File: src/rtl/pio_input_pkg.sv
// Shared constants for the pio_input switch/button port: register map,
// DATA field positions and button indices.
package pio_input_pkg;

  localparam logic ADDR_DATA = 1'b0;
  localparam logic ADDR_CTRL = 1'b1;

  localparam int SW_LSB   = 0;
  localparam int LVL_LSB  = 22;
  localparam int EDGE_LSB = 27;

  localparam int NUM_BTN = 5;

  // Button order on the bus is {C,U,L,R,D}
  localparam int BTN_D = 0;
  localparam int BTN_R = 1;
  localparam int BTN_L = 2;
  localparam int BTN_U = 3;
  localparam int BTN_C = 4;

  function automatic logic [31:0] pack_data(input logic [NUM_BTN-1:0] edges,
                                            input logic [NUM_BTN-1:0] levels,
                                            input logic [15:0]        sw);
    return {edges, levels, 6'b0, sw};
  endfunction

endpackage

File: src/rtl/pio_input_btn_debounce.sv
// Single-bit button conditioner: two-flop synchronizer followed by a
// stable-count debouncer; emits the accepted level and a rising pulse.
module btn_debounce
  import pio_input_pkg::*;
#(
  parameter int DEB_CYCLES = 1000000,
  parameter int CNT_W      = $clog2(DEB_CYCLES)
) (
  input  logic clk,
  input  logic rst,
  input  logic btn_raw,
  output logic level,
  output logic rise
);

  localparam logic [CNT_W-1:0] CNT_MAX = CNT_W'(DEB_CYCLES - 1);

  logic             sync1;
  logic             sync2;
  logic [CNT_W-1:0] cnt;
  logic             at_max;

  assign at_max = (cnt == CNT_MAX);

  // Combinational so the owner can latch the event on the same edge level flips
  assign rise = (sync2 != level) && at_max && sync2;

  always_ff @(posedge clk or posedge rst) begin
    if (rst) begin
      sync1 <= 1'b0;
      sync2 <= 1'b0;
      cnt   <= '0;
      level <= 1'b0;
    end else begin
      sync1 <= btn_raw;
      sync2 <= sync1;
      if (sync2 == level) begin
        cnt <= '0;
      end else if (at_max) begin
        level <= sync2;
        cnt   <= '0;
      end else begin
        cnt <= cnt + CNT_W'(1);
      end
    end
  end

endmodule

File: src/rtl/pio_input.sv
// Memory-mapped switch/button input port with sticky W1C press events.
// Define PIO_INPUT_IRQ_EN to build the irq_mask register and interrupt output.
module pio_input
  import pio_input_pkg::*;
#(
  parameter int DEB_CYCLES = 1000000,
  parameter int CNT_W      = $clog2(DEB_CYCLES)
) (
  input  logic        clk,
  input  logic        rst,
  input  logic [15:0] sw_in,
  input  logic [4:0]  btn_in,
  input  logic        rd_en,
  input  logic        wr_en,
  input  logic        addr,
  input  logic [31:0] wr_data,
  output logic [31:0] rd_data,
  output logic        irq
);

  logic [15:0]        sw_meta;
  logic [15:0]        sw_sync;
  logic [NUM_BTN-1:0] btn_lvl;
  logic [NUM_BTN-1:0] btn_rise;
  logic [NUM_BTN-1:0] btn_edge;
  logic [NUM_BTN-1:0] edge_clr;
  logic [31:0]        data_word;
  logic [31:0]        ctrl_word;
  logic               data_wr;

  always_ff @(posedge clk or posedge rst) begin
    if (rst) begin
      sw_meta <= '0;
      sw_sync <= '0;
    end else begin
      sw_meta <= sw_in;
      sw_sync <= sw_meta;
    end
  end

  for (genvar i = 0; i < NUM_BTN; i++) begin : g_btn
    btn_debounce #(
      .DEB_CYCLES(DEB_CYCLES),
      .CNT_W     (CNT_W)
    ) u_deb (
      .clk    (clk),
      .rst    (rst),
      .btn_raw(btn_in[i]),
      .level  (btn_lvl[i]),
      .rise   (btn_rise[i])
    );
  end

  assign data_wr  = wr_en && (addr == ADDR_DATA);
  assign edge_clr = data_wr ? wr_data[EDGE_LSB +: NUM_BTN] : '0;

  // Set is OR-ed in after the clear so a press landing on a W1C is kept
  always_ff @(posedge clk or posedge rst) begin
    if (rst) begin
      btn_edge <= '0;
    end else begin
      btn_edge <= (btn_edge & ~edge_clr) | btn_rise;
    end
  end

  assign data_word = pack_data(btn_edge, btn_lvl, sw_sync);

`ifdef PIO_INPUT_IRQ_EN
  logic [NUM_BTN-1:0] irq_mask;
  logic [21:0]        unused_wr_bits;

  assign unused_wr_bits = {wr_data[26:5]};
  assign ctrl_word      = {27'b0, irq_mask};

  always_ff @(posedge clk or posedge rst) begin
    if (rst) begin
      irq_mask <= '0;
      irq      <= 1'b0;
    end else begin
      if (wr_en && (addr == ADDR_CTRL)) begin
        irq_mask <= wr_data[NUM_BTN-1:0];
      end
      irq <= |(btn_edge & irq_mask);
    end
  end
`else
  logic [26:0] unused_wr_bits;

  assign unused_wr_bits = wr_data[26:0];
  assign ctrl_word      = '0;
  assign irq            = 1'b0;
`endif

  // Reads sample register state before any same-cycle write lands
  always_ff @(posedge clk or posedge rst) begin
    if (rst) begin
      rd_data <= '0;
    end else if (rd_en) begin
      rd_data <= (addr == ADDR_CTRL) ? ctrl_word : data_word;
    end
  end

endmodule

File: config.mk
export PLATFORM = sky130hd
export DESIGN_NAME = pio_input
export DESIGN_NICKNAME = d
export VERILOG_FILES = /design/src/rtl/pio_input_pkg.sv /design/src/rtl/pio_input_btn_debounce.sv /design/src/rtl/pio_input.sv
export SDC_FILE = /design/constraint.sdc
export NUM_CORES = 1
export LEC_CHECK = 0
export ABC_AREA = 0
export CAP_MARGIN = 5
export CORE_UTILIZATION = 52
export CTS_CLUSTER_DIAMETER = 100
export CTS_CLUSTER_SIZE = 25
export DETAILED_ROUTE_END_ITERATION = 12
export PLACE_DENSITY = 0.75
export SLEW_MARGIN = 10
export SYNTH_ARGS = -nofsm -noshare
export SYNTH_HDL_FRONTEND = slang
export SYNTH_HIERARCHICAL = 1
export SYNTH_SLANG_ARGS = --single-unit
File: constraint.sdc
create_clock -name clk -period 2.1 [get_ports clk]
set_input_delay 0.315 -clock clk [delete_from_list [all_inputs] [get_ports clk]]
set_output_delay 0.315 -clock clk [all_outputs]
set_load 0.01 [all_outputs]
==> run_1/layer_met1.png <==
Cells faint in the background.
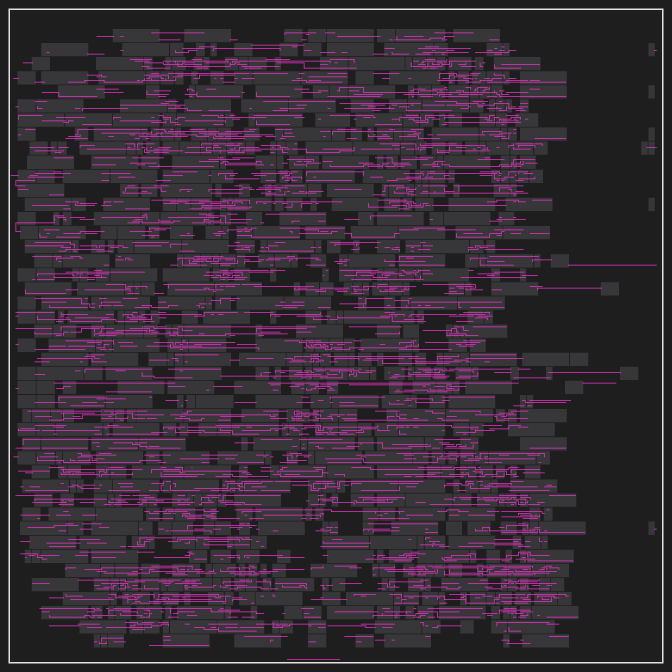
wire length on this layer: 7430 um
longest straight run: 48.3 um
nets with wire on the layer: 788
main direction: horizontal
met1 Resource Use GR: 29.04%
vias: 5675

==> run_1/layer_met2.png <==
Bar = 50 um.
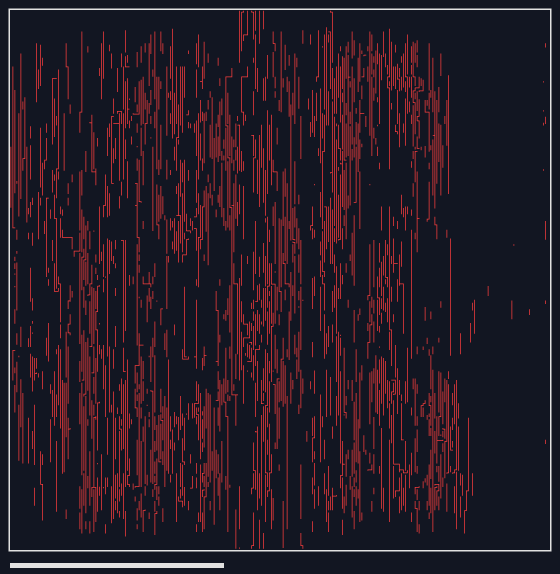
longest straight run: 43.7 um
nets with wire on the layer: 731
main direction: vertical
WL final: 16550 um
GRT met2 Usage: 36.76%

==> run_1/layer_met3.png <==
Bar = 50 um.
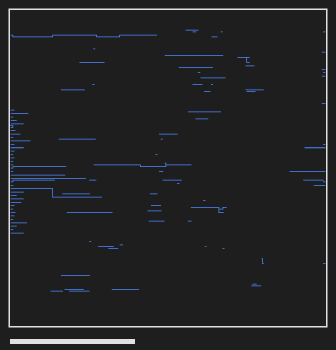
main direction: horizontal
nets with wire on the layer: 80
global-route met3 utilization: 4.460%

==> run_1/layer_met4.png <==
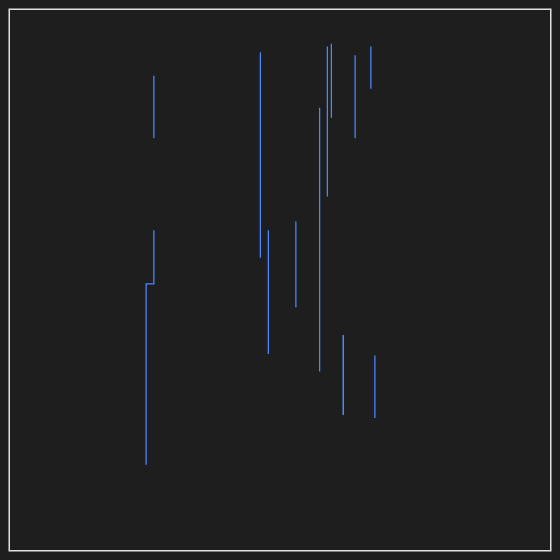
longest straight run: 61.2 um
main direction: vertical
share of all routed wire: 2.1%
wire length on this layer: 341 um
nets with wire on the layer: 10

==> results.json, run 1 <==
{
  "die_width_um": 126.0,
  "power.total_mw": 7.003,
  "buffers": 107,
  "root_buffer": "clkbuf_16",
  "die-height_um": 126.0,
  "pwr-share-seq_pct": 51.0,
  "p_leak_nw": 4.115,
  "drcViolationCount": 0,
  "worst-endpoint-arrival_ns": 2.33,
  "globalRouteTotalUtil_pct": 22.30,
  "ios": 91,
  "core-area_sq_mm": 0.01475,
  "postCtsSetupBuffers": 0,
  "cts_resized": 2,
  "ys_sh_mux_pct": 1.565,
  "synth_area_leader_cell": "dfrtp_1",
  "synthToLayoutAreaGrowth_pct": 21.74,
  "crit_fanout": 4,
  "p_sw_share_pct": 23.49,
  "internal-power_mw": 5.358,
  "grt_overflow": 0,
  "netlist.area_leader.share_pct": 55.73,
  "comb.multi_input.count": 470,
  "status": "finished, final reports clean",
  "grt_max_degree": 37,
  "power_density_mw_per_mm2": 719.7,
  "xor_area_share_pct": 7.671,
  "ys_sh_aoi_pct": 7.029,
  "grt_pass1_wl_um": 28080,
  "finClkSkew_ns": 0.004266,
  "clk_latency_ns": 0.42,
  "diodes": 0,
  "hp-class": "in2reg",
  "antenna_found_initial": 0,
  "yosys_area_sq_mm": 0.007993,
  "ys_top_logic_family": "simple AND/OR/NAND/NOR gates",
  "ctsHtreeMaxLevel": 4,
  "required_ns": 2.41,
  "ff_count": 178,
  "setup_viol": 0,
  "antenna_left": 0,
  "rr_worst_depth": 5,
  "num_tap_cells": 184,
  "timing.fmax_mhz": 493.5,
  "clock_cell_area_share_pct": 5.902,
  "ff_type": "dfrtp_1",
  "cts_tree": "built",
  "dieArea_sq_mm": 0.01587,
  "fa_ha_area_share_pct": 0.7827,
  "ys_seq_share_pct": 55.73,
  "grt_pass1_vias": 5848,
  "path_clk_slew_ns": 0.07,
  "min_period_over_period_pct": 96.49,
  "edf_count": 0,
  "hold_depth": 1,
  "first_pass_iters": 4,
  "period_minus_slack_ns": 2.026,
  "ir_worst_vdd_mv": 0.5326,
  "top_cells_by_area": "dfrtp_1 (56%), nor2_1 (4.0%), xnor2_1 (3.8%)",
  "post_drt_via_cell_ratio": 5.575,
  "ys_sh_simple_pct": 23.34,
  "drive_gt1_share_pct": 17.15,
  "final_max_slew_viol_count": 0,
  "synth_flop_count": 178,
  "logic_area_sq_mm": 0.003316,
  "initialDrtViolationCount": 356,
  "postSynthCellCount": 709,
  "dpl-instance-area_sq_mm": 0.009039,
  "sequential_cell_area_sq_mm": 0.004458,
  "cts_hold_buf": 0,
  "ys_types": 37,
  "cp-end-kind": "register",
  "synth_warnings": 6,
  "postSynthAreaPerCell_sq_um": 11.27,
  "place.port_buffers": 56,
  "buffer_area_share_pct": 10.03,
  "clkSinkCount": 178,
  "inv_count": 47,
  "crit_type": "reg2reg",
  "wl_per_cell_um": 16.26,
  "p_sw_mw": 1.645,
  "seq_share_pct": 45.81,
  "fillCellCount": 1074,
  "startpoint_type": "register",
  "clock_buffers": 17,
  "rows": 44,
  "cts_buffer_depth": 2,
  "slew_headroom_pct": 64.03,
  "dp_hpwl_um": 11340,
  "final_cell_area_sq_mm": 0.009731,
  "p_comb_share_pct": 5.5,
  "clockPowerShare_pct": 43.5,
  "tightest_slew_ns": 0.5384,
  "drv_cap": 0,
  "nNetsFinal": 884,
  "async_flop_share_pct": 100.0,
  "numCtsBuffers": 17,
  "comb_share_pct": 34.07,
  "place_congestion": 0.8289,
  "synth_area_sq_mm": 0.007993,
  "rsz0062_at_grt": "no",
  "hold_viol_final": 0,
  "ys_cells": 709,
  "largest_class": "flip-flops and latches",
  "tool_warnings": 54,
  "initial_core_util_pct": 54.17
}
run 1: path summary, 6_finish.rpt:
path,endpoint,slack [ns],start
max,g_btn[4].u_deb/level,0.07,g_btn[4].u_deb/cnt[17]
min,sw_meta[10],0.32,sw_in[10]
max reg2reg,g_btn[4].u_deb/level,0.07,g_btn[4].u_deb/cnt[17]
min reg2reg,sw_sync[1],0.35,sw_meta[1]
max in group asynchronous,g_btn[1].u_deb/cnt[10],1.15,rst
min in group asynchronous,g_btn[1].u_deb/cnt[17],0.43,rst
run 1: cells in the mapped netlist (8+ instances only):
master and instances:
buf_2 8, xor2_1 35, nand4_2 10, o31ai_1 15, and3_1 15, nand3b_1 26
dfrtp_1 178, nand3_2 10, buf_4 12, nor3_1 10, nor2_1 85, nor4_2 10
a21oi_1 25, nand4_1 10, nand3_1 25, or4_1 15, and4_1 10, nand2_1 30
o21ai_1 26, inv_1 47, xnor2_1 35
run 1: layer usage:
layer / part of all wire [%] / global-route usage [%]
met4: 2.1 / 9.001
met5: 0 / 0
met1: 45 / 29.04
met2: 49 / 36.76
met3: 3.8 / 4.460
run 1: sequential cells by signal (all words and copies together) (netlist names):
name and cells:
g_btn.u_deb/sync2 5, g_btn.u_deb/cnt 100, btn_edge 5, sw_meta 16
sw_sync 16, g_btn.u_deb/level 5, g_btn.u_deb/sync1 5, rd_data 26
run 1: power by group through the flow:
stage | Clock (mW) | Combinational [mW] | Sequential, mW
after floorplan | 0 | 0.193 | 3.63
after global placement | 0 | 0.372 | 3.63
after detailed placement | 0 | 0.384 | 3.63
after CTS | 3.11 | 0.387 | 3.57
after global routing | 3.25 | 0.424 | 3.58
final | 3.05 | 0.382 | 3.57
run 1: layout by cell type (no fill, tap or decap), drive strengths merged, types with 2 or more instances in the layout:
cell type / Yosys / final
a21oi: 25 / 25
nor3: 10 / 10
nor2: 85 / 85
clkinv: 0 / 6
buf: 20 / 52
a31oi: 5 / 5
dfrtp: 178 / 178
or2: 5 / 5
clkdlybuf4s50: 0 / 55
mux2: 5 / 5
xnor2: 35 / 35
o31ai: 15 / 15
nor4: 15 / 15
and3: 15 / 15
o21ai: 31 / 31
nand3: 35 / 35
clkinvlp: 0 / 2
ha: 5 / 5
inv: 47 / 53
or4: 20 / 20
nor4bb: 5 / 5
nand3b: 26 / 26
or3: 10 / 10
and4: 10 / 10
nand2: 30 / 30
nand4: 20 / 20
nand4bb: 5 / 5
clkbuf: 0 / 17
o41ai: 5 / 5
xor2: 35 / 35
mux2i: 5 / 5
nor3b: 5 / 5
conb: 1 / 7
run 1: stage by stage:
stage	cells	setup TNS [ns]	setup WS, ns	hold slack [ns]	utilization, %
3_5_place_dp	979	-0.1338	-0.07895	0.3347	61.26
5_1_grt	1018	0	0.0008908	0.3093	65.95
3_3_place_gp	979	-0.01818	-0.01818	0.3327	61.26
6_report	1018	0	0.07373	0.3220	65.95
4_1_cts	1011	-0.01292	-0.01292	0.3056	65.22
2_1_floorplan	715	0	0.2032	0.3169	-
run 1: critical path, stage by stage, from the launching register on:
cell and delay [ns]:
dfrtp_1 0.41, nand3_2 0.13, or3_4 0.37, or4_4 0.53, buf_4 0.17, mux2_4 0.29
==> run_1/clocks.png <==
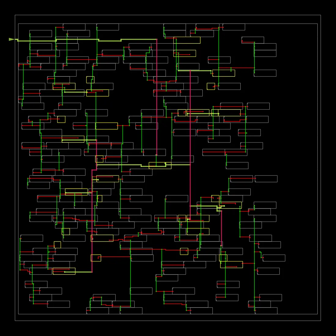

--- run 2 (diff from run 1) ---
Settings changed: SKIP_LAST_GASP set to 1, SYNTH_HIERARCHICAL 1 to unset.
==> run_2/clocks.png <==
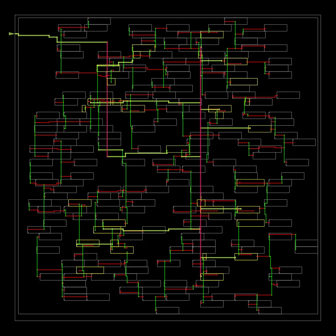
Skew-Pair Late Insertion Delay: 0.43 ns
flop count: 178
clock buffer count: 20

==> results.json, run 2 <==
{
  "status": "finished, final reports clean",
  "min_period_over_period_pct": 96.69,
  "yosys_area_sq_mm": 0.007680,
  "required_ns": 2.44,
  "ios": 91,
  "async_flop_share_pct": 100.0,
  "power.total_mw": 7.374,
  "rrSetupSlack_ns": 0.07,
  "top_cells_by_count": "dfrtp_1 (178), nor2_1 (75), inv_1 (53)",
  "top_cells_by_area": "dfrtp_1 (58%), xnor2_1 (4.9%), nor2_1 (3.7%)",
  "first_pass_iters": 4,
  "tool_warnings": 54,
  "cts_tree": "built",
  "drv_cap": 0,
  "ctsHtreeMaxLevel": 4,
  "cts_buffer_depth": 2,
  "hold_viol_final": 0,
  "ys_seq_share_pct": 58.00,
  "most_common_cell": "dfrtp_1",
  "grt_max_degree": 70,
  "rows": 44,
  "lay_top_count": "dfrtp_1",
  "postSynthAreaPerCell_sq_um": 10.51,
  "largest_reg_flops": 100,
  "die_width_um": 123.5,
  "clkSinkCount": 178,
  "setup_viol": 0,
  "lay_top_cells": "dfrtp_1 (178), nor2_1 (74), clkdlybuf4s50_1 (55)",
  "dpl_worst_slack_ns": 0.06419,
  "root_buffer": "clkbuf_16",
  "fillCellCount": 1116,
  "ys_types": 43,
  "crit_type": "reg2reg",
  "pwr-share-seq_pct": 48.5,
  "antenna_left": 0,
  "finalWorstSetupSlack_ns": 0.06947,
  "p_sw_mw": 1.569,
  "wl_per_cell_um": 15.45,
  "p_leak_nw": 3.756,
  "die-height_um": 123.5,
  "startpoint_type": "register",
  "internal-power_mw": 5.804,
  "regMostFlops": "g_btn.u_deb.cnt",
  "numCtsBuffers": 17,
  "drive_gt1_share_pct": 10.45,
  "core-area_sq_mm": 0.01448,
  "path_clk_slew_ns": 0.06,
  "period_minus_slack_ns": 2.031,
  "synth_area_leader_cell": "dfrtp_1",
  "synth_flop_count": 178,
  "drcViolationCount": 0,
  "dp.cells": 975,
  "dieArea_sq_mm": 0.01526,
  "timing.fmax_mhz": 492.5,
  "initialDrtViolationCount": 374,
  "cp-end-kind": "register",
  "dp_hpwl_um": 10330,
  "p_comb_share_pct": 5.0,
  "synth_area_sq_mm": 0.007680,
  "rsz0062_at_grt": "no",
  "synth_warnings": 0,
  "ir_worst_vdd_mv": 0.5640,
  "power_density_mw_per_mm2": 795.5,
  "netlist.area_leader.share_pct": 58.00,
  "finClkSkew_ns": 0.008198,
  "ys_cells": 731,
  "ff_type": "dfrtp_1",
  "finalSetupTns_ns": 0,
  "grt_pass1_wl_um": 26300,
  "worst-endpoint-arrival_ns": 2.37,
  "crit_fanout": 6,
  "stdcell_count": 1007,
  "postSynthCellCount": 731,
  "nNetsFinal": 873,
  "p_sw_share_pct": 21.28,
  "antenna_found_initial": 0,
  "cts_hold_buf": 0,
  "final_max_slew_viol_count": 0,
  "initial_core_util_pct": 53.04,
  "grt_pass1_vias": 5759,
  "edf_count": 0,
  "largestRegisters": "g_btn.u_deb.cnt (100), rd_data (26)",
  "post_drt_via_cell_ratio": 5.557,
  "hold_ws_ns": 0.3190,
  "place_congestion": 0.8353,
  "synthToLayoutAreaGrowth_pct": 20.69,
  "clockPowerShare_pct": 46.5,
  "place.port_buffers": 56,
  "hp-class": "in2reg",
  "grt_overflow": 0,
  "globalRouteTotalUtil_pct": 22.40,
  "diodes": 0
}
==> run_2/layer_met3.png <==
Bar = 20 um.
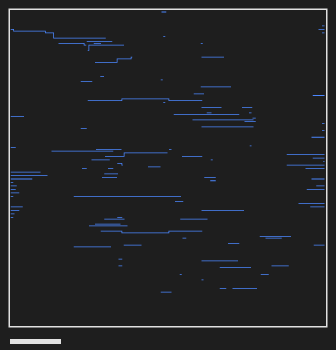
global-route met3 utilization: 6.319%
vias: 5596
WL final: 15560 um

## run 2: cell count changes in the layout (fill, tap and decap cells not counted), moves of 10 or more
cell     delta
nor2_1     -11
buf_4      -23
nand3_1    +18
nand4_2    -10
o21ai_1    -25
or3_1      +11
o21ai_0    +40
xor2_1     -16
## run 2: critical path, stage by stage, from the launching register on
cell     delay (ns)
dfrtp_1        0.40
ha_1           0.20
nand2_1        0.11
or4_4          0.57
or4_1          0.49
a21oi_1        0.18
## run 2: power by group through the flow
| stage | logic [mW] | clock network, mW | registers (mW) |
|---|---|---|---|
| 6_report | 0.370 | 3.43 | 3.57 |
| 5_1_grt | 0.417 | 3.64 | 3.58 |
| 4_1_cts | 0.379 | 3.50 | 3.57 |
| 3_5_place_dp | 0.373 | 0 | 3.64 |
| 3_3_place_gp | 0.362 | 0 | 3.63 |
| 2_1_floorplan | 0.177 | 0 | 3.64 |
## run 2: repair_timing
item                                    4_1_cts  5_1_grt
endpoints found under the setup margin        0       16
setup buffers                                 0        0
resized                                       0        9
## run 2: cell type report
type                    instances  area [sq um]  area share [%]
clock buffers                  20         436.7           4.711
clock inverters                12         206.4           2.227
inverters                      53         202.7           2.187
well taps                     184         230.2           2.484
multi-input cells             476          2935           31.67
repair buffers                 84         803.3           8.666
flip-flops and latches        178          4454           48.06
## run 2: final timing paths
check,start,to,cells after the start
max in group asynchronous,rst,g_btn[2].u_deb.cnt[13],3
worst min register to register,g_btn[1].u_deb.sync1,g_btn[1].u_deb.sync2,0
worst max-delay path,g_btn[1].u_deb.cnt[1],g_btn[1].u_deb.cnt[18],5
worst max register to register,g_btn[1].u_deb.cnt[1],g_btn[1].u_deb.cnt[18],5
min in group asynchronous,rst,g_btn[3].u_deb.cnt[7],3
worst min-delay path,sw_in[12],sw_meta[12],1
## run 2: kinds of logic after synthesis
| kind of cell | count (synthesis) | synth area share (%) |
|---|---|---|
| AND/OR/NAND/NOR | 295 | 21.00 |
| flip-flops | 178 | 58.00 |
| AND-OR/OR-AND | 102 | 7.804 |
| buffers and inverters | 83 | 4.529 |
| XOR/XNOR | 62 | 7.071 |
| adder cells (fa/ha/maj) | 5 | 0.8146 |
| multiplexers | 5 | 0.7331 |
| other | 1 | 0.04883 |
## run 2: metal layers
metal	global-route usage (%)	vias to the layer above	wire [um]
met5	0	-	0
met4	9.714	0	380
met3	6.319	36	752
met2	35.89	145	7599
met1	28.40	2742	6830
li1	-	2673	-
## run 2: through the flow
step	utilization, %	area [sq um]
finish	64.02	9269
global route	64.02	9269
CTS	63.77	9234
detailed placement	59.33	8591
global placement	59.33	8591
floorplan	-	7706
Power figures rest on the tool's default switching activity, not on a simulated workload.
